**Cell outlines without signal wires**

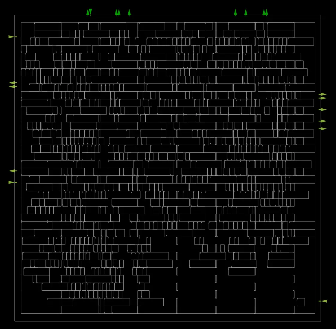
**Routed metal per tile**

Drawn at 3 px/um. 22 x 22 tiles, from dark blue (low) to red (high), scaled to the fullest tile. Values are wire area over tile area, all layers added.
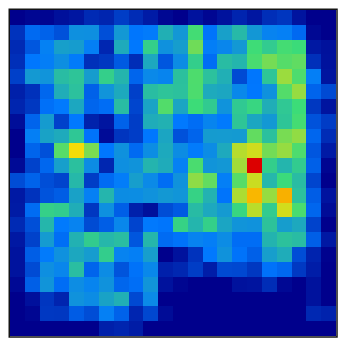
**Metal layers overlaid**

Drawn at 3 px/um. Two of the layers only.
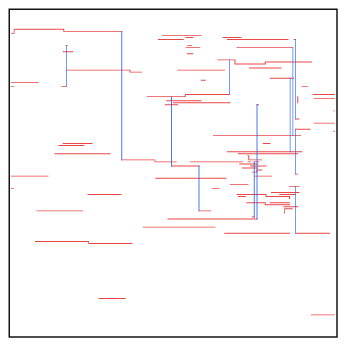
**I/O nets highlighted**

Drawn at 4 px/um.
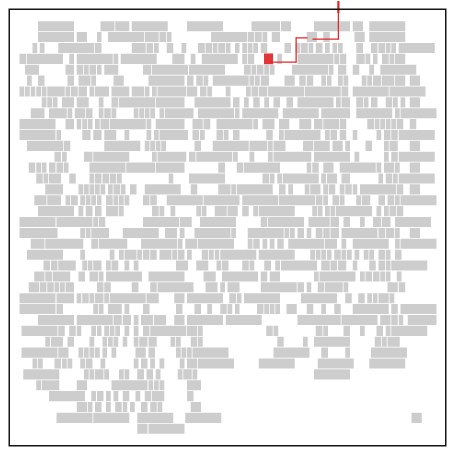
**Sequential cells grouped by signal name**

Drawn at 4 px/um.
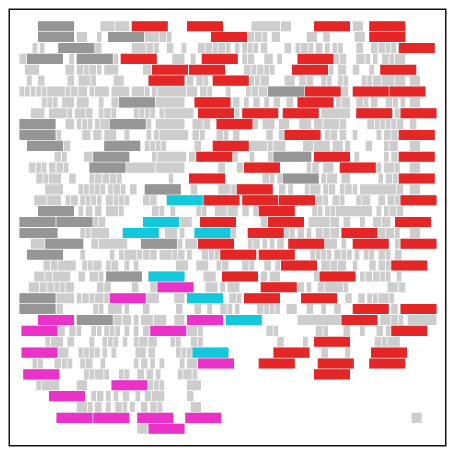
[src/rtl/uart_rx_fifo_if.sv]
// Valid/ready character stream between the UART receiver FIFO and its consumer.
interface uart_rx_fifo_if #(
  parameter int DATA_BITS = 8
);
  logic [DATA_BITS-1:0] m_data;
  logic                 m_err;
  logic                 m_valid;
  logic                 m_ready;

  modport master (output m_data, output m_err, output m_valid, input m_ready);
  modport slave  (input m_data, input m_err, input m_valid, output m_ready);
endinterface

[src/rtl/uart_rx_fifo.sv]
// UART receiver: 16x oversampling with 3-sample majority vote, configurable frame
// format, framing/parity/overrun detection and a valid/ready output FIFO.
module uart_rx_fifo #(
  parameter int CLK_DIV        = 260,
  parameter int DIV_WIDTH      = 16,
  parameter int DATA_BITS      = 8,
  parameter int PARITY         = 0,
  parameter int STOP_BITS      = 1,
  parameter int FIFO_LOG_DEPTH = 3
) (
  input  logic                    clk,
  input  logic                    rst_n,
  input  logic                    uart_rx,
  uart_rx_fifo_if.master          m,
  output logic                    frame_err,
  output logic                    overrun,
  output logic [FIFO_LOG_DEPTH:0] fifo_count
);

  localparam int                      DEPTH    = 1 << FIFO_LOG_DEPTH;
  localparam logic [DIV_WIDTH-1:0]    DIV_LAST = DIV_WIDTH'(CLK_DIV - 1);
  localparam logic [DIV_WIDTH-1:0]    DIV_ONE  = DIV_WIDTH'(1);
  localparam logic [3:0]              BIT_LAST = 4'(DATA_BITS - 1);
  localparam logic                    ODD      = (PARITY == 1);
  localparam logic [FIFO_LOG_DEPTH:0] CNT_ONE  = (FIFO_LOG_DEPTH+1)'(1);
  localparam logic [FIFO_LOG_DEPTH:0] CNT_FULL = (FIFO_LOG_DEPTH+1)'(DEPTH);
  localparam logic [FIFO_LOG_DEPTH-1:0] PTR_ONE = FIFO_LOG_DEPTH'(1);

  typedef enum logic [2:0] {
    S_IDLE, S_START, S_DATA, S_PARITY, S_STOP, S_STOP2, S_BRK
  } state_e;

  logic rx_meta_q, rx_s_q;

  // NOTE: sequential state is always updated with non-blocking assignments so every
  // flop samples pre-edge values regardless of process evaluation order.
  always_ff @(posedge clk or negedge rst_n) begin
    if (!rst_n) begin
      rx_meta_q <= 1'b1;
      rx_s_q    <= 1'b1;
    end else begin
      rx_meta_q <= uart_rx;
      rx_s_q    <= rx_meta_q;
    end
  end

  state_e                 state_q, state_d;
  logic [DIV_WIDTH-1:0]   div_q, div_d;
  logic [3:0]             ph_q, ph_d;
  logic                   s7_q, s7_d, s8_q, s8_d;
  logic [3:0]             bit_cnt_q, bit_cnt_d;
  logic [DATA_BITS-1:0]   shift_q, shift_d;
  logic                   par_err_q, par_err_d;
  logic                   frame_err_q, frame_err_d;
  logic                   push;
  logic                   tick, decide, bit_end, maj;

  assign tick    = (div_q == DIV_LAST);
  assign decide  = tick && (ph_q == 4'd9);
  assign bit_end = tick && (ph_q == 4'd15);
  // The ph=9 sample is the live rx_s, so the vote resolves on the decision tick itself.
  assign maj     = (s7_q & s8_q) | (s7_q & rx_s_q) | (s8_q & rx_s_q);

  // NOTE: every variable written here gets a default first, so no path infers a latch.
  always_comb begin
    state_d     = state_q;
    div_d       = tick ? '0 : div_q + DIV_ONE;
    ph_d        = tick ? ph_q + 4'd1 : ph_q;
    s7_d        = (tick && ph_q == 4'd7) ? rx_s_q : s7_q;
    s8_d        = (tick && ph_q == 4'd8) ? rx_s_q : s8_q;
    bit_cnt_d   = bit_cnt_q;
    shift_d     = shift_q;
    par_err_d   = par_err_q;
    frame_err_d = 1'b0;
    push        = 1'b0;

    unique case (state_q)
      S_IDLE: begin
        if (!rx_s_q) begin
          div_d     = '0;
          ph_d      = '0;
          bit_cnt_d = '0;
          par_err_d = 1'b0;
          state_d   = S_START;
        end
      end
      S_START: begin
        if (decide && maj) state_d = S_IDLE;
        else if (bit_end)  state_d = S_DATA;
      end
      S_DATA: begin
        if (decide) shift_d = {maj, shift_q[DATA_BITS-1:1]};
        if (bit_end) begin
          if (bit_cnt_q == BIT_LAST) state_d = (PARITY != 0) ? S_PARITY : S_STOP;
          else                       bit_cnt_d = bit_cnt_q + 4'd1;
        end
      end
      S_PARITY: begin
        if (decide)  par_err_d = (((^shift_q) ^ maj) != ODD);
        if (bit_end) state_d   = S_STOP;
      end
      S_STOP, S_STOP2: begin
        // Leave at the decision tick rather than ph=15 to absorb transmitter clock skew.
        if (decide) begin
          if (!maj) begin
            frame_err_d = 1'b1;
            state_d     = S_BRK;
          end else if (state_q == S_STOP2 || STOP_BITS == 1) begin
            push    = 1'b1;
            state_d = S_IDLE;
          end
        end else if (bit_end) begin
          state_d = S_STOP2;
        end
      end
      S_BRK: begin
        if (rx_s_q) state_d = S_IDLE;
      end
      default: state_d = S_IDLE;
    endcase
  end

  always_ff @(posedge clk or negedge rst_n) begin
    if (!rst_n) begin
      state_q     <= S_IDLE;
      div_q       <= '0;
      ph_q        <= '0;
      s7_q        <= 1'b0;
      s8_q        <= 1'b0;
      bit_cnt_q   <= '0;
      shift_q     <= '0;
      par_err_q   <= 1'b0;
      frame_err_q <= 1'b0;
    end else begin
      state_q     <= state_d;
      div_q       <= div_d;
      ph_q        <= ph_d;
      s7_q        <= s7_d;
      s8_q        <= s8_d;
      bit_cnt_q   <= bit_cnt_d;
      shift_q     <= shift_d;
      par_err_q   <= par_err_d;
      frame_err_q <= frame_err_d;
    end
  end

  logic [DATA_BITS:0]        mem_q [DEPTH];
  logic [FIFO_LOG_DEPTH-1:0] wr_ptr_q, rd_ptr_q;
  logic [FIFO_LOG_DEPTH:0]   count_q, count_d;
  logic                      valid_q, overrun_q;
  logic                      pop, full, wr_en;

  assign pop   = valid_q && m.m_ready;
  assign full  = (count_q == CNT_FULL);
  // When full, a same-cycle pop frees the slot; wr_ptr then equals rd_ptr and the
  // head being popped is the entry overwritten.
  assign wr_en = push && (!full || pop);

  always_comb begin
    count_d = count_q;
    if (wr_en && !pop)      count_d = count_q + CNT_ONE;
    else if (!wr_en && pop) count_d = count_q - CNT_ONE;
  end

  // NOTE: FIFO storage is reset (unusual for memories) because the head entry is
  // driven straight onto m_data, which must read 0 out of reset.
  always_ff @(posedge clk or negedge rst_n) begin
    if (!rst_n) begin
      for (int i = 0; i < DEPTH; i++) mem_q[i] <= '0;
      wr_ptr_q  <= '0;
      rd_ptr_q  <= '0;
      count_q   <= '0;
      valid_q   <= 1'b0;
      overrun_q <= 1'b0;
    end else begin
      if (wr_en) begin
        mem_q[wr_ptr_q] <= {par_err_q, shift_q};
        wr_ptr_q        <= wr_ptr_q + PTR_ONE;
      end
      if (pop) rd_ptr_q <= rd_ptr_q + PTR_ONE;
      count_q   <= count_d;
      valid_q   <= (count_d != '0);
      overrun_q <= push && full && !pop;
    end
  end

  assign m.m_data   = mem_q[rd_ptr_q][DATA_BITS-1:0];
  assign m.m_err    = mem_q[rd_ptr_q][DATA_BITS];
  assign m.m_valid  = valid_q;
  assign frame_err  = frame_err_q;
  assign overrun    = overrun_q;
  assign fifo_count = count_q;

endmodule

[src/flat_wrapper.sv]
// flat-port wrapper written by rule: the top's interface ports become plain ports
module uart_rx_fifo_flat 
#(
  parameter int CLK_DIV        = 260,
  parameter int DIV_WIDTH      = 16,
  parameter int DATA_BITS      = 8,
  parameter int PARITY         = 0,
  parameter int STOP_BITS      = 1,
  parameter int FIFO_LOG_DEPTH = 3
)
  (clk, rst_n, uart_rx, frame_err, overrun, fifo_count, m_m_data, m_m_err, m_m_valid, m_m_ready);
  uart_rx_fifo_if #(.DATA_BITS(DATA_BITS)) m_i ();
  input  logic clk;
  input  logic rst_n;
  input  logic uart_rx;
  output logic frame_err;
  output logic overrun;
  output logic [FIFO_LOG_DEPTH:0] fifo_count;
  output wire logic [$bits(m_i.m_data)-1:0] m_m_data;
  output wire logic [$bits(m_i.m_err)-1:0] m_m_err;
  output wire logic [$bits(m_i.m_valid)-1:0] m_m_valid;
  input wire logic [$bits(m_i.m_ready)-1:0] m_m_ready;
  assign m_m_data = m_i.m_data;
  assign m_m_err = m_i.m_err;
  assign m_m_valid = m_i.m_valid;
  assign m_i.m_ready = m_m_ready;
  uart_rx_fifo #(.CLK_DIV(CLK_DIV), .DIV_WIDTH(DIV_WIDTH), .DATA_BITS(DATA_BITS), .PARITY(PARITY), .STOP_BITS(STOP_BITS), .FIFO_LOG_DEPTH(FIFO_LOG_DEPTH)) u_core (.clk(clk), .rst_n(rst_n), .uart_rx(uart_rx), .m(m_i), .frame_err(frame_err), .overrun(overrun), .fifo_count(fifo_count));
endmodule
[config.mk]
export PLATFORM = sky130hd
export DESIGN_NAME = uart_rx_fifo_flat
export DESIGN_NICKNAME = d
export VERILOG_FILES = /design/src/rtl/uart_rx_fifo_if.sv /design/src/rtl/uart_rx_fifo.sv /design/src/flat_wrapper.sv
export SDC_FILE = /design/constraint.sdc
export NUM_CORES = 1
export LEC_CHECK = 0
export ABC_AREA = 1
export CAP_MARGIN = 0
export CORE_MARGIN = 2
export CORE_UTILIZATION = 56
export CTS_BUF_LIST = sky130_fd_sc_hd__clkbuf_4
export CTS_CLUSTER_DIAMETER = 120
export CTS_CLUSTER_SIZE = 16
export DETAILED_ROUTE_END_ITERATION = 12
export PLACE_DENSITY = 0.74
export SLEW_MARGIN = 25
export SYNTH_ARGS = -nofsm -noshare
export SYNTH_HDL_FRONTEND = slang
export SYNTH_SLANG_ARGS = --single-unit
[constraint.sdc]
create_clock -name clk -period 2.8 [get_ports clk]
set_input_delay 0.84 -clock clk [delete_from_list [all_inputs] [get_ports clk]]
set_output_delay 0.84 -clock clk [all_outputs]
set_load 0.02 [all_outputs]
==> GITHUB_STEP_SUMMARY <==
### Yosys + OpenROAD results

| Metric | Value |
|---|---|
| Status | `completed` |
| Vias/cell | `5.62` |
| Post-synthesis sequential area ratio | `50.9%` |
| Worst-Margin Slew | `625 ps` |
| Initial DRT Pass Iterations | `5` |
| Clk latency late pin | `540 ps` |
| Pint | `3.07 mW` |
| Hold Violations, Final | `0` |
| Initial antenna violation count | `0` |
| Main flop type | `dfrtp_1` |
| Largest net degree at the start of global routing | `49` |
| Logic area | `about 0.0027 mm2` |
| Flop area | `~0.0031 mm2` |
| Chip Area, Yosys | `between 0.006 and 0.007 mm2` |
| Setup crit start kind | `register` |
| Post-DR wirelength/cell | `15.2 um` |
| DRT antenna net count | `0` |
| I/O Buffers | `19` |
| Slew Limit Fails | `0` |
| Kind of critical path | `reg -> out` |
| Mapped Cells | `720` |
| CP arrival | `1940 ps` |
| Yosys warning tally | `0` |
| Number of cells in Yosys stat | `720` |
| Fill cell count | `~900` |
| H-Tree Depth | `4` |
| Placement Rows | `38` |
| Count of tool warnings | `31` |
| Power share of the clock group | `22.5%` |
| FF-to-FF path depth | `11` |
| GPL Wtd Cong | `approximately 0.85` |
| Reg power frac | `between 40% and 50%` |
| RSZ-0062 raised after global routing | `yes` |
| Final instance area | `a little under 0.007 mm2` |
| Final Critical Period | `~2800 ps` |
| Synthesized registers | `about 130` |
| Placed instance area | `0.00649 mm2` |
| Ys async rst share | `100%` |
| Final HPWL DP | `9.43 mm` |
| EDFF count, synth | `0` |
| Post-CTS sizing | `approximately 50` |
| Root Buffer Master | `clkbuf_4` |
| DIE AREA | `0.0118 mm2` |
| Max-Cap Viols | `0` |
| Synthesized cell area | `0.00615 mm2` |
| Floorplan-stage core utilization | `57.0%` |
| Worst-path maximum fanout | `6` |
| Floorplan Nets | `733` |
| Leak pwr | `2.97 nW` |
| Combinational share of power | `a little under two fifths` |
| Fmax | `360 MHz` |
| Critical Path Sink Type | `output pin` |
| Clock transition at path regs | `120 ps` |
| CP required | `1960 ps` |
| Final wirelength | `13.7 mm` |
| Gr usage total | `25.5%` |
| Distinct lib cells | `37` |
| Most frequent cells in the layout | `nand2_1 (142), dfrtp_1 (122), nor2_1 (111)` |
| Worst vdd ir | `about 0.00052 V` |
| Worst min path class | `in -> async` |
| Top cell excl fill/tap | `nand2_1` |
| Die X | `109 um` |
| Net Sw Power | `1.76 mW` |
| Power Density | `around 710 mW/mm2` |
| Number of buffers created by CTS | `17` |
| Gr ovfl total | `0` |
| Layout area overhead | `10.8%` |
| Detailed Route Iter0 Violations | `479` |
| Final setup violation count | `0` |
| Syn_area_per_cell | `8.54 um2` |
| CTS Sinks | `about 130` |
| Max-slew headroom | `58.0%` |
| Post-layout nets | `764` |
| Routed via count | `between 5000 and 6000` |
| Post-CTS setup buffers | `2` |
| Vias in the first global route | `~4800` |
| CTS tree | `done` |
| I/O pin count | `20` |
| First-pass GRT wire length | `23.3 mm` |
| Sw Share | `36.5%` |
| Antenna cells | `0` |
| Drt drc | `0` |
| Share of layout cells above drive strength 1 | `13.0%` |
| Post-layout period usage | `99.3%` |
-- 'cell outlines without signal wires' (at the start) --
Cell Count, Final, Fillers Out: 904
core footprint: 0.0108 mm2
flop share of the area: 46.0%
final core utilization: 63.1%

-- 'routed metal per tile' (at the start) --
- nearly empty tiles: 14%
- fullest tile: 0.76
- tiles over half the peak: 8.9%
- densest ninth of the die: right middle
- mean over tiles: 0.19
- emptiest ninth of the die: bottom right

-- 'metal layers overlaid' (at the start) --
- met3: red (wire length 790 um)
- met4: blue (wire length 273 um)

-- 'I/O nets highlighted' (at the start) --
- `m_m_err`: red (direction output; end cells 1; wire 28.7 um)

-- 'sequential cells grouped by signal name' (at the start) --
- `u_core.mem_q`: red (sequential cells 72)
- `u_core.shift_q`: cyan (sequential cells 8; where middle)
- `u_core.div_q`: magenta (sequential cells 16)

==> registers in the layout, summed over array words and instances (netlist names), 3 cells and up <==
register           flops
u_core.rd_ptr_q        3
u_core.mem_q          72
u_core.wr_ptr_q        3
u_core.state_q         3
u_core.shift_q         8
u_core.ph_q            4
u_core.bit_cnt_q       4
u_core.fifo_count      4
u_core.div_q          16
==> critical path: stages, from the launching register on <==
cell and delay (ps):
dfrtp_2 470, inv_4 130, buf_12 130, nor2_2 40
o22ai_2 180, nor2_1 70, a31oi_1 200, buf_4 180
==> cell usage after synthesis (2+ instances only) <==
library cell,instances,area (um2)
nand2_1,142,533
dfrtp_1,123,3080
nor2_1,112,420
o21ai_0,68,340
o21ai_1,57,285
inv_1,44,165
a21oi_1,19,95.1
nand3_1,19,95.1
clkbuf_1,14,52.6
xor2_1,12,105
a31oi_1,9,56.3
ha_1,9,113
o22ai_1,9,56.3
nor3_1,8,40.0
xnor2_1,8,70.1
buf_6,7,78.8
nand2_8,7,140
o21ai_2,7,61.3
inv_2,6,22.5
nand4_1,6,37.5
nor3b_1,6,45.0
nor2_2,5,31.3
nand2_2,4,25.0
nor4_1,3,18.8
clkinv_1,2,7.51
dfstp_2,2,52.6
nor3_2,2,20.0
==> per-stage QoR <==
| step | std cells | worst slack [ps] | hold WS (ps) | TNS (ps) | power, mW |
|---|---|---|---|---|---|
| finish | 904 | 19.5 | 282 | 0 | 4.83 |
| global route | 904 | -99.8 | 283 | -611 | 5.14 |
| CTS | 902 | -15.0 | 270 | -15.0 | 4.67 |
| detailed placement | 868 | 94.1 | 347 | 0 | 3.62 |
| global placement | 868 | 185 | 346 | 0 | 3.57 |
| floorplan | 720 | 394 | 345 | 0 | 2.98 |
==> power groups by stage <==
stage	registers, mW	logic, mW	clock network (mW)
after global routing	1.95	1.98	1.21
after global placement	1.96	1.61	0
after detailed placement	1.97	1.65	0
final	1.94	1.80	1.09
after CTS	1.93	1.62	1.11
after floorplan	1.98	0.996	0
==> path summary, 6_finish.rpt <==
check / start / end / slack, ps
max reg2reg: u_core.div_q[0] / u_core.mem_q[69] / 460
min: rst_n / u_core.mem_q[3] / 280
max in group asynchronous: rst_n / u_core.rd_ptr_q[0] / 1860
min reg2reg: u_core.rx_meta_q / u_core.rx_s_q / 360
max: u_core.rd_ptr_q[0] / m_m_data[3] / 20
min in group clk: u_core.rx_meta_q / u_core.rx_s_q / 360
==> layout make-up <==
class                      count  share of cell area (%)
tap                          140                    2.57
timing repair buffer          36                    5.92
sequential                   125                    46.0
clock inverter                14                    1.53
multi-input combinational    518                    39.0
clock buffer                  18                    1.98
inverter                      53                    2.98
==> per-layer routing <==
layer  GRT usage (%)  routed length [um]  up-vias
met5               0                   0        -
met4            9.25                 273        0
met3            6.81                 790       25
met2            40.8                6610      145
met1            33.5                6070     2459
li1                -                   -     2447
==> cell families after synthesis <==
logic type / synth area share [%]
AOI/OAI and AO/OA: 15.1
and+or+nand+nor: 23.2
xor gates and xnor gates: 2.85
buffers and inverters: 6.05
adders and majority gates: 1.83
DFF: 50.9
Power and IR drop assume default switching activity.
